<file path="src/rtl/btn_write_ctrl.sv">
// Purpose : debounces the store push-button and emits one write strobe per press,
//           carrying the synchronised digit value and address (manual or auto-increment).
// Latency : write rises DEBOUNCE_CYCLES+3 clocks after btn_in goes high; there is no
//           backpressure. At most one strobe per press/release cycle, and none while held.
// Ports   : clk, rst (sync, active-high), btn_in (raw button), sw_num[3:0] / sw_sel[2:0]
//           (value/address switches), auto_inc (address from internal pointer);
//           num[3:0] / sel[2:0] (captured value/address), write (strobe), busy (FSM not idle).
module btn_write_ctrl #(
   parameter int DEBOUNCE_CYCLES = 1_000_000,
   parameter int CNT_W           = 20
) (
   input  logic       clk,
   input  logic       rst,
   input  logic       btn_in,
   input  logic [3:0] sw_num,
   input  logic [2:0] sw_sel,
   input  logic       auto_inc,
   output logic [3:0] num,
   output logic [2:0] sel,
   output logic       write,
   output logic       busy
);

   typedef enum logic [1:0] {
      IDLE         = 2'd0,
      PRESS_WAIT   = 2'd1,
      PRESSED      = 2'd2,
      RELEASE_WAIT = 2'd3
   } state_t;

   localparam logic [CNT_W-1:0] CNT_LAST = CNT_W'(DEBOUNCE_CYCLES - 1);

   // Two-flop synchronisers; the *_s_q copies are the only ones the logic looks at.
   logic       btn_s1_q, btn_s_q;
   logic [3:0] num_s1_q, num_s_q;
   logic [2:0] sel_s1_q, sel_s_q;
   logic       auto_s1_q, auto_s_q;

   state_t     state_q, state_d;
   logic [CNT_W-1:0] cnt_q, cnt_d;
   logic [2:0] ptr_q, ptr_d;
   logic [3:0] num_q, num_d;
   logic [2:0] sel_q, sel_d;
   logic       write_q, write_d;
   logic [2:0] wr_addr;

   always_ff @(posedge clk) begin
      if (rst) begin
         btn_s1_q  <= 1'b0;
         btn_s_q   <= 1'b0;
         num_s1_q  <= '0;
         num_s_q   <= '0;
         sel_s1_q  <= '0;
         sel_s_q   <= '0;
         auto_s1_q <= 1'b0;
         auto_s_q  <= 1'b0;
         state_q   <= IDLE;
         cnt_q     <= '0;
         ptr_q     <= '0;
         num_q     <= '0;
         sel_q     <= '0;
         write_q   <= 1'b0;
      end else begin
         btn_s1_q  <= btn_in;
         btn_s_q   <= btn_s1_q;
         num_s1_q  <= sw_num;
         num_s_q   <= num_s1_q;
         sel_s1_q  <= sw_sel;
         sel_s_q   <= sel_s1_q;
         auto_s1_q <= auto_inc;
         auto_s_q  <= auto_s1_q;
         state_q   <= state_d;
         cnt_q     <= cnt_d;
         ptr_q     <= ptr_d;
         num_q     <= num_d;
         sel_q     <= sel_d;
         write_q   <= write_d;
      end
   end

   // Address used by a write; the pointer then continues from it, so leaving
   // manual mode resumes just after the last manually chosen digit.
   assign wr_addr = auto_s_q ? ptr_q : sel_s_q;

   always_comb begin
      state_d = state_q;
      cnt_d   = cnt_q;
      ptr_d   = ptr_q;
      num_d   = num_q;
      sel_d   = sel_q;
      write_d = 1'b0;
      case (state_q)
         IDLE: begin
            if (btn_s_q) begin
               state_d = PRESS_WAIT;
               cnt_d   = '0;
            end
         end
         PRESS_WAIT: begin
            if (!btn_s_q) begin
               state_d = IDLE;
               cnt_d   = '0;
            end else if (cnt_q == CNT_LAST) begin
               // The only edge that produces a write.
               state_d = PRESSED;
               cnt_d   = '0;
               write_d = 1'b1;
               num_d   = num_s_q;
               sel_d   = wr_addr;
               ptr_d   = wr_addr + 3'd1;
            end else begin
               cnt_d = cnt_q + CNT_W'(1);
            end
         end
         PRESSED: begin
            if (!btn_s_q) begin
               state_d = RELEASE_WAIT;
               cnt_d   = '0;
            end
         end
         RELEASE_WAIT: begin
            if (btn_s_q) begin
               // Release bounce: go back to held without a new write.
               state_d = PRESSED;
               cnt_d   = '0;
            end else if (cnt_q == CNT_LAST) begin
               state_d = IDLE;
               cnt_d   = '0;
            end else begin
               cnt_d = cnt_q + CNT_W'(1);
            end
         end
         default: begin
            state_d = IDLE;
            cnt_d   = '0;
         end
      endcase
   end

   assign num   = num_q;
   assign sel   = sel_q;
   assign write = write_q;
   assign busy  = (state_q != IDLE);

endmodule

</file>
<file path="config.mk">
export PLATFORM = sky130hd
export DESIGN_NAME = btn_write_ctrl
export DESIGN_NICKNAME = d
export VERILOG_FILES = /design/src/rtl/btn_write_ctrl.sv
export SDC_FILE = /design/constraint.sdc
export NUM_CORES = 1
export LEC_CHECK = 0
export ABC_AREA = 1
export CELL_PAD_IN_SITES_DETAIL_PLACEMENT = 0
export CELL_PAD_IN_SITES_GLOBAL_PLACEMENT = 2
export CORE_ASPECT_RATIO = 1.1
export CORE_MARGIN = 3
export CORE_UTILIZATION = 32
export CTS_CLUSTER_DIAMETER = 50
export CTS_CLUSTER_SIZE = 14
export DETAILED_ROUTE_END_ITERATION = 16
export PLACE_DENSITY_LB_ADDON = 0.1
export SYNTH_ARGS = -nofsm -noshare
export SYNTH_HDL_FRONTEND = slang
export SYNTH_SLANG_ARGS = --single-unit
</file>
<file path="constraint.sdc">
create_clock -name clk -period 1.7 [get_ports clk]
set_input_delay 0.255 -clock clk [delete_from_list [all_inputs] [get_ports clk]]
set_output_delay 0.255 -clock clk [all_outputs]
set_load 0.01 [all_outputs]
</file>
### M3 wires

Scale: 3 px per um.
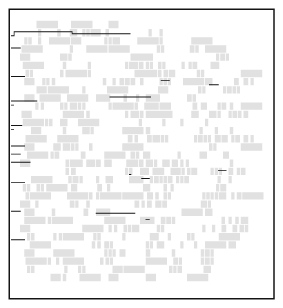
- main direction: horizontal
- nets with wire on the layer: 16
- longest straight run: 19.3 um
vias post-DR: 2085
DRT Wirelength: 5.46 mm

### Sequential cells grouped by signal name

Scale: 3 px per um. Other sequential cells in the stronger grey, the rest of the logic in the fainter grey.
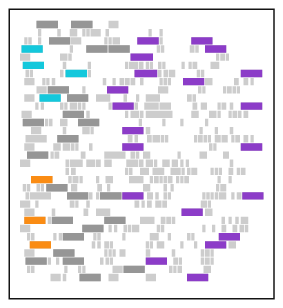
- cyan: `num_s1_q` (sequential cells 4; where top left)
- orange: `sel_s1_q` (sequential cells 3)
- purple: `cnt_q` (sequential cells 20)
- not coloured: 24
seq pwr: 1.22 mW
final core utilization: 40.9%
flop share of the area: 35.3%

### Clock wires, drivers and flops

Scale: 4 px per um.
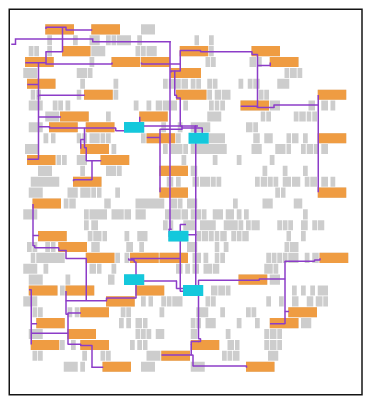
- purple: clock wires (length 732 um)
- orange: flip-flops (count 51)
- cyan: clock-net drivers (count 5)
- routed clock nets: 6
Power Clock: 747 uW
clk latency late pin: 310 ps
skew final: 9.14 ps
Clk network pwr share: 36.1%

==> reports/qor.yml <==
status: "complete, no violations"
grt_usage_pct: 14.3
openroad.warnings: 26
postCtsHoldBufs: 0
clockBufferDepth: 2
drtIter0Drc: 90
instances_no_fill: 468
postRouteAntennaNets: 0
internal-power_mw: 1.60
ys_area_sq_um: 2350
cts-root-buf: "clkbuf_8"
initial_utilization_pct: 33.2
drv_cap: 0
hold_slack_ps: 406
final.min_clock_period_ps: 1590
seqPwrFrac_pct: 58.9
yosysWarnings: 0
grt_overflow_total: 0
cts_tree: "built"
synth_top_area_share_pct: 43.4
p_total_mw: 2.07
die_w_um: 87.8
most_common_cell: "nand2_1"
fp_nets: 360
cts_max_level: 2
grt_max_degree: 24
synth_cells: 347
slew_viol_final: 0
max_freq_mhz: 630
route.detailed.drc: 0
hp-class: "register to register"
pwr-share-comb_pct: 5.0
cellPowerDensity_nw_per_um2: 715
vias_per_cell: 4.46
tightest_slew_ps: 317
top_area_cell: "dfxtp_1"
setup_viol: 0
ys_cells: 347
-- timing repair --
action,in CTS,in global routing
resized,0,7
setup buffers,0,1
endpoints found under the hold margin,0,0
setup endpoints to repair,0,7
-- metrics by stage --
stage | setup slack, ps | utilization, % | setup TNS [ps] | instance area, sq um
2_1_floorplan | 150 | - | 0 | 2350
3_3_place_gp | 154 | 39.0 | 0 | 2760
3_5_place_dp | 90.4 | 39.0 | 0 | 2760
4_1_cts | 62.7 | 40.3 | 0 | 2860
5_1_grt | -0.00400 | 40.9 | -0.00400 | 2900
6_report | 113 | 40.9 | 0 | 2900
-- power groups by stage --
| stage | clock [mW] | sequential, mW | combinational (mW) |
|---|---|---|---|
| after floorplan | 0 | 1.25 | 0.0533 |
| after global placement | 0 | 1.25 | 0.106 |
| after detailed placement | 0 | 1.25 | 0.106 |
| after CTS | 0.783 | 1.22 | 0.106 |
| after global routing | 0.828 | 1.22 | 0.119 |
| final | 0.747 | 1.22 | 0.104 |
-- worst paths after layout --
| check | from | end | slack [ps] | cells after the start |
|---|---|---|---|---|
| max | cnt_q[0] | cnt_q[2] | 110 | 11 |
| min reg2reg | auto_s1_q | auto_s_q | 410 | 2 |
| max reg2reg | cnt_q[0] | cnt_q[2] | 110 | 11 |
| min | auto_s1_q | auto_s_q | 410 | 2 |
-- per-layer routing --
metal / track usage, % / share of wire (%) / vias up / wire, um
li1: - / - / 1136 / -
met1: 17.6 / 47 / 919 / 2550
met2: 24.9 / 49 / 23 / 2670
met3: 2.48 / 2.3 / 7 / 125
met4: 5.50 / 2.1 / 0 / 116
met5: 0 / 0 / - / 0
-- registers in the layout (all words and copies together), names as in the netlist, 3 cells and up, named ones only --
signal and count:
cnt_q 20, num 4, num_s1_q 4, num_s_q 4, ptr_q 3, sel 3
sel_s1_q 3, sel_s_q 3
-- final cells by class --
cell class | instances | area (sq um)
fillers | 778 | 4190
repair buffers | 38 | 358
flip-flops and latches | 51 | 1020
well taps | 85 | 106
inverters | 54 | 203
multi-input cells | 232 | 1110
clock buffers | 7 | 86.3
clock inverters | 1 | 8.76
-- cells in the final DEF (no fill, tap or decap), types with 3 or more instances in the layout --
cell type        count
a21oi_1             20
buf_4               17
clkbuf_8             6
clkdlybuf4s50_1     19
dfxtp_1             49
inv_1               54
nand2_1             88
nand2_2              3
nand3_1             19
nand4_1              7
nor2_1              57
nor2_4               3
nor3_1               3
nor3b_1              7
o21ai_0              9
xor2_1               3
-- critical path: cells and delay by family, from the launching register on --
kind                       cells  cell delay (ps)
buffers and inverters          2              210
DFF                            1              380
and+or+nand+nor                8              760
adders and majority gates      1              150
-- kinds of logic (layout without fill, tap and decap cells) --
family / after synthesis / after routing / share of synthesized area, %
flops: 51 / 51 / 43.4
xor+xnor: 5 / 5 / 1.86
simple gates: 194 / 194 / 36.3
fa+ha+maj: 2 / 2 / 1.06
buf+inv: 64 / 100 / 10.6
compound gates: 31 / 31 / 6.80
Power is estimated from default activity; no workload was simulated.
